## src/rtl/control_pkg.sv

```systemverilog
// Shared encodings for the expression-solver sequencer.
// State, mux-select, ALU-opcode and mode constants.
package control_pkg;

  typedef enum logic [2:0] {
    S_IDLE   = 3'd0,
    S_LOAD_X = 3'd1,
    S_MUL_AX = 3'd2,
    S_ADD_B  = 3'd3,
    S_MUL_HX = 3'd4,
    S_ADD_C  = 3'd5,
    S_DONE   = 3'd6
  } state_e;

  localparam logic [1:0] SEL_ZERO = 2'd0;
  localparam logic [1:0] SEL_A    = 2'd1;
  localparam logic [1:0] SEL_B    = 2'd2;
  localparam logic [1:0] SEL_C    = 2'd3;

  localparam logic [1:0] M1_SEL_M0 = 2'd0;
  localparam logic [1:0] M1_SEL_X  = 2'd1;
  localparam logic [1:0] M1_SEL_S  = 2'd2;
  localparam logic [1:0] M1_SEL_H  = 2'd3;

  localparam logic [1:0] M2_SEL_X  = 2'd0;
  localparam logic [1:0] M2_SEL_M0 = 2'd1;
  localparam logic [1:0] M2_SEL_S  = 2'd2;
  localparam logic [1:0] M2_SEL_H  = 2'd3;

  localparam logic ALU_ADD = 1'b0;
  localparam logic ALU_MUL = 1'b1;

  localparam logic MODE_QUAD = 1'b0;
  localparam logic MODE_LIN  = 1'b1;

  typedef struct packed {
    logic       lx;
    logic       ls;
    logic       lh;
    logic       h;
    logic [1:0] m0;
    logic [1:0] m1;
    logic [1:0] m2;
    logic       busy;
    logic       done;
  } ctrl_t;

endpackage

```

## src/rtl/control_decode.sv

```systemverilog
// Combinational map from (state, latched mode) to datapath controls.
// Outputs depend on registered values only.
module control_decode
  import control_pkg::*;
(
  input  state_e state_i,
  input  logic   mode_i,
  output ctrl_t  ctrl_o
);

  // Per-state control word; ADD_B picks its target by mode.
  always_comb begin
    ctrl_o = '0;
    unique case (state_i)
      S_IDLE: begin
        ctrl_o = '0;
      end
      S_LOAD_X: begin
        ctrl_o.busy = 1'b1;
        ctrl_o.lx   = 1'b1;
      end
      S_MUL_AX: begin
        ctrl_o.busy = 1'b1;
        ctrl_o.m0   = SEL_A;
        ctrl_o.m1   = M1_SEL_M0;
        ctrl_o.m2   = M2_SEL_X;
        ctrl_o.h    = ALU_MUL;
        ctrl_o.lh   = 1'b1;
      end
      S_ADD_B: begin
        ctrl_o.busy = 1'b1;
        ctrl_o.m0   = SEL_B;
        ctrl_o.m1   = M1_SEL_H;
        ctrl_o.m2   = M2_SEL_M0;
        ctrl_o.h    = ALU_ADD;
        ctrl_o.lh   = (mode_i == MODE_QUAD);
        ctrl_o.ls   = (mode_i == MODE_LIN);
      end
      S_MUL_HX: begin
        ctrl_o.busy = 1'b1;
        ctrl_o.m0   = SEL_ZERO;
        ctrl_o.m1   = M1_SEL_H;
        ctrl_o.m2   = M2_SEL_X;
        ctrl_o.h    = ALU_MUL;
        ctrl_o.lh   = 1'b1;
      end
      S_ADD_C: begin
        ctrl_o.busy = 1'b1;
        ctrl_o.m0   = SEL_C;
        ctrl_o.m1   = M1_SEL_H;
        ctrl_o.m2   = M2_SEL_M0;
        ctrl_o.h    = ALU_ADD;
        ctrl_o.ls   = 1'b1;
      end
      S_DONE: begin
        ctrl_o.busy = 1'b1;
        ctrl_o.done = 1'b1;
      end
      default: begin
        ctrl_o = '0;
      end
    endcase
  end

endmodule

```

## src/rtl/control.sv

```systemverilog
// Sequencer for the expression-solver datapath.
// Holds state, latched mode and the sticky overflow flag.
module control
  import control_pkg::*;
(
  input  logic       clk,
  input  logic       rst,
  input  logic       start,
  input  logic       mode,
  input  logic       abort,
  input  logic       overflow,
  output logic       LX,
  output logic       LS,
  output logic       LH,
  output logic       H,
  output logic [1:0] M0,
  output logic [1:0] M1,
  output logic [1:0] M2,
  output logic       busy,
  output logic       done,
  output logic       ovf
);

  state_e state_q, state_d;
  logic   mode_q, mode_d;
  logic   ovf_q, ovf_d;
  ctrl_t  ctrl;

  // Next state, mode latch and overflow accumulation.
  always_comb begin
    state_d = state_q;
    mode_d  = mode_q;
    ovf_d   = ovf_q;
    if (state_q == S_IDLE) begin
      if (start && !abort) begin
        state_d = S_LOAD_X;
        mode_d  = mode;
        ovf_d   = 1'b0;
      end
    end else if (abort) begin
      state_d = S_IDLE;
      ovf_d   = 1'b0;
    end else begin
      unique case (state_q)
        S_LOAD_X: state_d = S_MUL_AX;
        S_MUL_AX: begin
          ovf_d   = ovf_q | overflow;
          state_d = S_ADD_B;
        end
        S_ADD_B: begin
          ovf_d   = ovf_q | overflow;
          state_d = (mode_q == MODE_LIN) ? S_DONE : S_MUL_HX;
        end
        S_MUL_HX: begin
          ovf_d   = ovf_q | overflow;
          state_d = S_ADD_C;
        end
        S_ADD_C: begin
          ovf_d   = ovf_q | overflow;
          state_d = S_DONE;
        end
        S_DONE:  state_d = S_IDLE;
        default: state_d = S_IDLE;
      endcase
    end
  end

  // State, mode and sticky flag registers.
  always_ff @(posedge clk or posedge rst) begin
    if (rst) begin
      state_q <= S_IDLE;
      mode_q  <= MODE_QUAD;
      ovf_q   <= 1'b0;
    end else begin
      state_q <= state_d;
      mode_q  <= mode_d;
      ovf_q   <= ovf_d;
    end
  end

  control_decode u_decode (
    .state_i (state_q),
    .mode_i  (mode_q),
    .ctrl_o  (ctrl)
  );

  assign LX   = ctrl.lx;
  assign LS   = ctrl.ls;
  assign LH   = ctrl.lh;
  assign H    = ctrl.h;
  assign M0   = ctrl.m0;
  assign M1   = ctrl.m1;
  assign M2   = ctrl.m2;
  assign busy = ctrl.busy;
  assign done = ctrl.done;
  assign ovf  = ovf_q;

endmodule
```

## config.mk

```make
export PLATFORM = sky130hd
export DESIGN_NAME = control
export DESIGN_NICKNAME = d
export VERILOG_FILES = /design/src/rtl/control_pkg.sv /design/src/rtl/control_decode.sv /design/src/rtl/control.sv
export SDC_FILE = /design/constraint.sdc
export NUM_CORES = 1
export LEC_CHECK = 0
export ABC_CLOCK_PERIOD_IN_PS = 4000
export CAP_MARGIN = 20
export CORE_AREA = 3 3 40 42
export DETAILED_ROUTE_END_ITERATION = 7
export DIE_AREA = 0 0 43 45
export SKIP_CTS_REPAIR_TIMING = 1
export SLEW_MARGIN = 20
export SYNTH_ARGS = -nofsm -noshare
export SYNTH_HDL_FRONTEND = slang
export SYNTH_SLANG_ARGS = --single-unit
```

## constraint.sdc

```tcl
create_clock -name clk -period 4 [get_ports clk]
set_input_delay 0.4 -clock clk [delete_from_list [all_inputs] [get_ports clk]]
set_output_delay 0.4 -clock clk [all_outputs]
set_load 0.01 [all_outputs]
```

### Metal 3

The bar under the picture is 10 µm long.
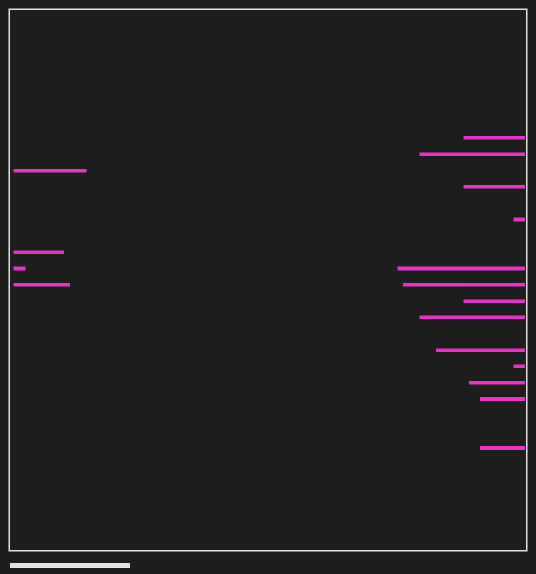
main direction = horizontal
wire length on this layer = 86.2 µm
share of all routed wire = 9.3%
longest straight run = 10.3 µm

==> impl_metrics.py <==
# Synthesis and PnR figures
metrics = {
    "grt": {
        "grt_pass1_vias": 389,
        "grt.total_usage_pct": 11.99,
        "grtUsageMet1_pct": 16.95,
        "grt.busiest_layer": "met1",
        "groute.layer.met3.usage_pct": 3.984,
    },
    "cells_and_area": {
        "final_layout_top_logic_cell": "sky130_fd_sc_hd__clkdlybuf4s50_1",
        "area_delta_synth_final_pct": 42.34,
    },
    "drt": {
        "dr_total_vias": 400,
        "met3_length_um": 86,
    },
    "synthesis": {
        "ys.flops": 5,
        "yosys-mux-area-fraction_pct": 2.703,
        "ys_top_cells_by_area": "sky130_fd_sc_hd__dfrtp_1, sky130_fd_sc_hd__a21oi_1, sky130_fd_sc_hd__nor2b_1",
        "synth-simple-area-share_pct": 22.82,
        "synthDistinctLibCells": 26,
        "xor_share_pct": 0,
        "synth_area_per_cell_um2": 8.170,
    },
    "setup_path": {
        "cp.depth": 4,
        "worst_r2r_endpoint": "state_q[0]",
    },
    "job": {
        "drv.max_cap_violation_count": 0,
    },
    "final_timing": {
        "hold_viol_final": 0,
        "maxClockFrequency_ghz": 0.4016,
    },
    "placement": {
        "dp.final_hpwl_um": 718.1,
        "buffer_ports.inserted": 17,
    },
    "die": {
        "die.size.y_um": 45,
    },
    "run_status": {
        "run_status": "completed",
    },
    "clock_tree": {
        "tritoncts": "built",
        "root_buf_cell": "sky130_fd_sc_hd__clkbuf_4",
        "clock_pin_transition_on_the_worst_setup_and_hold_timing_paths_ns": 0.04,
    },
}
### Placement by cell class

Fill, decap, tap and diode cells in grey.
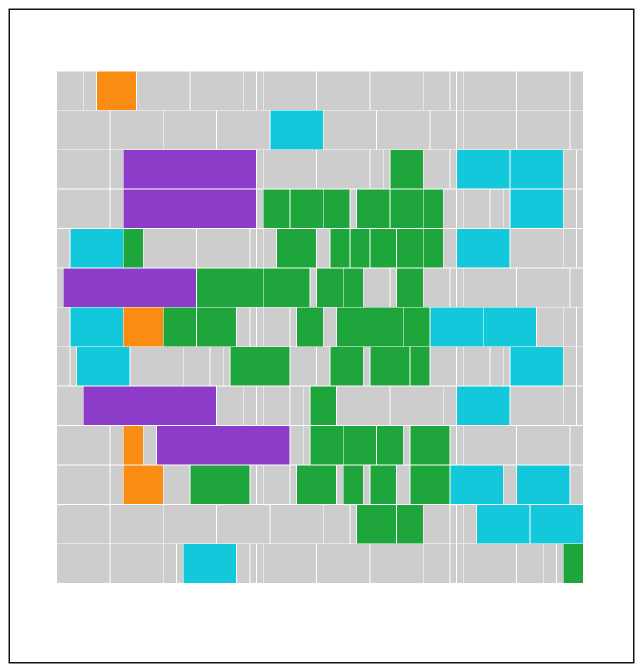
orange -> clock drivers and dummy loads  # cells 4, share of their area 4.6%
cyan -> remaining buffers and delay cells  # cells 17, share of their area 30%
purple -> sequential cells  # cells 5, share of their area 22%
green -> remaining logic cells  # cells 41, share of their area 44%
Placement Rows: 13
Core Footprint: 0.001285 mm²
core utilization of the finished layout: 46.15%
Seq/total area: 21.10%
Layout Cell Area excl Fill: 593.1 µm²

-- metrics by stage --
stage	instance area (µm²)	util (%)	hold slack, ns
detailed placement	566.8	44.11	0.5441
finish	593.1	46.15	0.3505
CTS	593.1	46.15	0.3475
global route	593.1	46.15	0.3665
floorplan	416.7	-	0.1785
global placement	566.8	44.11	0.5479
-- registers in the layout, summed over array words and instances, names as in the netlist --
| name | flops |
|---|---|
| state_q | 3 |
| mode_q | 1 |
| ovf | 1 |
-- final cells by class --
class                      count  area, µm²
sequential                     5      125.1
clock buffer                   4      26.28
inverter                       5      18.77
multi-input combinational     36      234.0
tap                           15      18.77
fill                         144      691.9
timing repair buffer          17      170.2
-- power by group --
group          internal, µW  switching (µW)
Combinational          18.0            14.1
Clock                  37.6            19.0
Sequential             54.8            6.20
Total                   110            39.3
Power figures rest on the tool's default switching activity, not on a simulated workload.
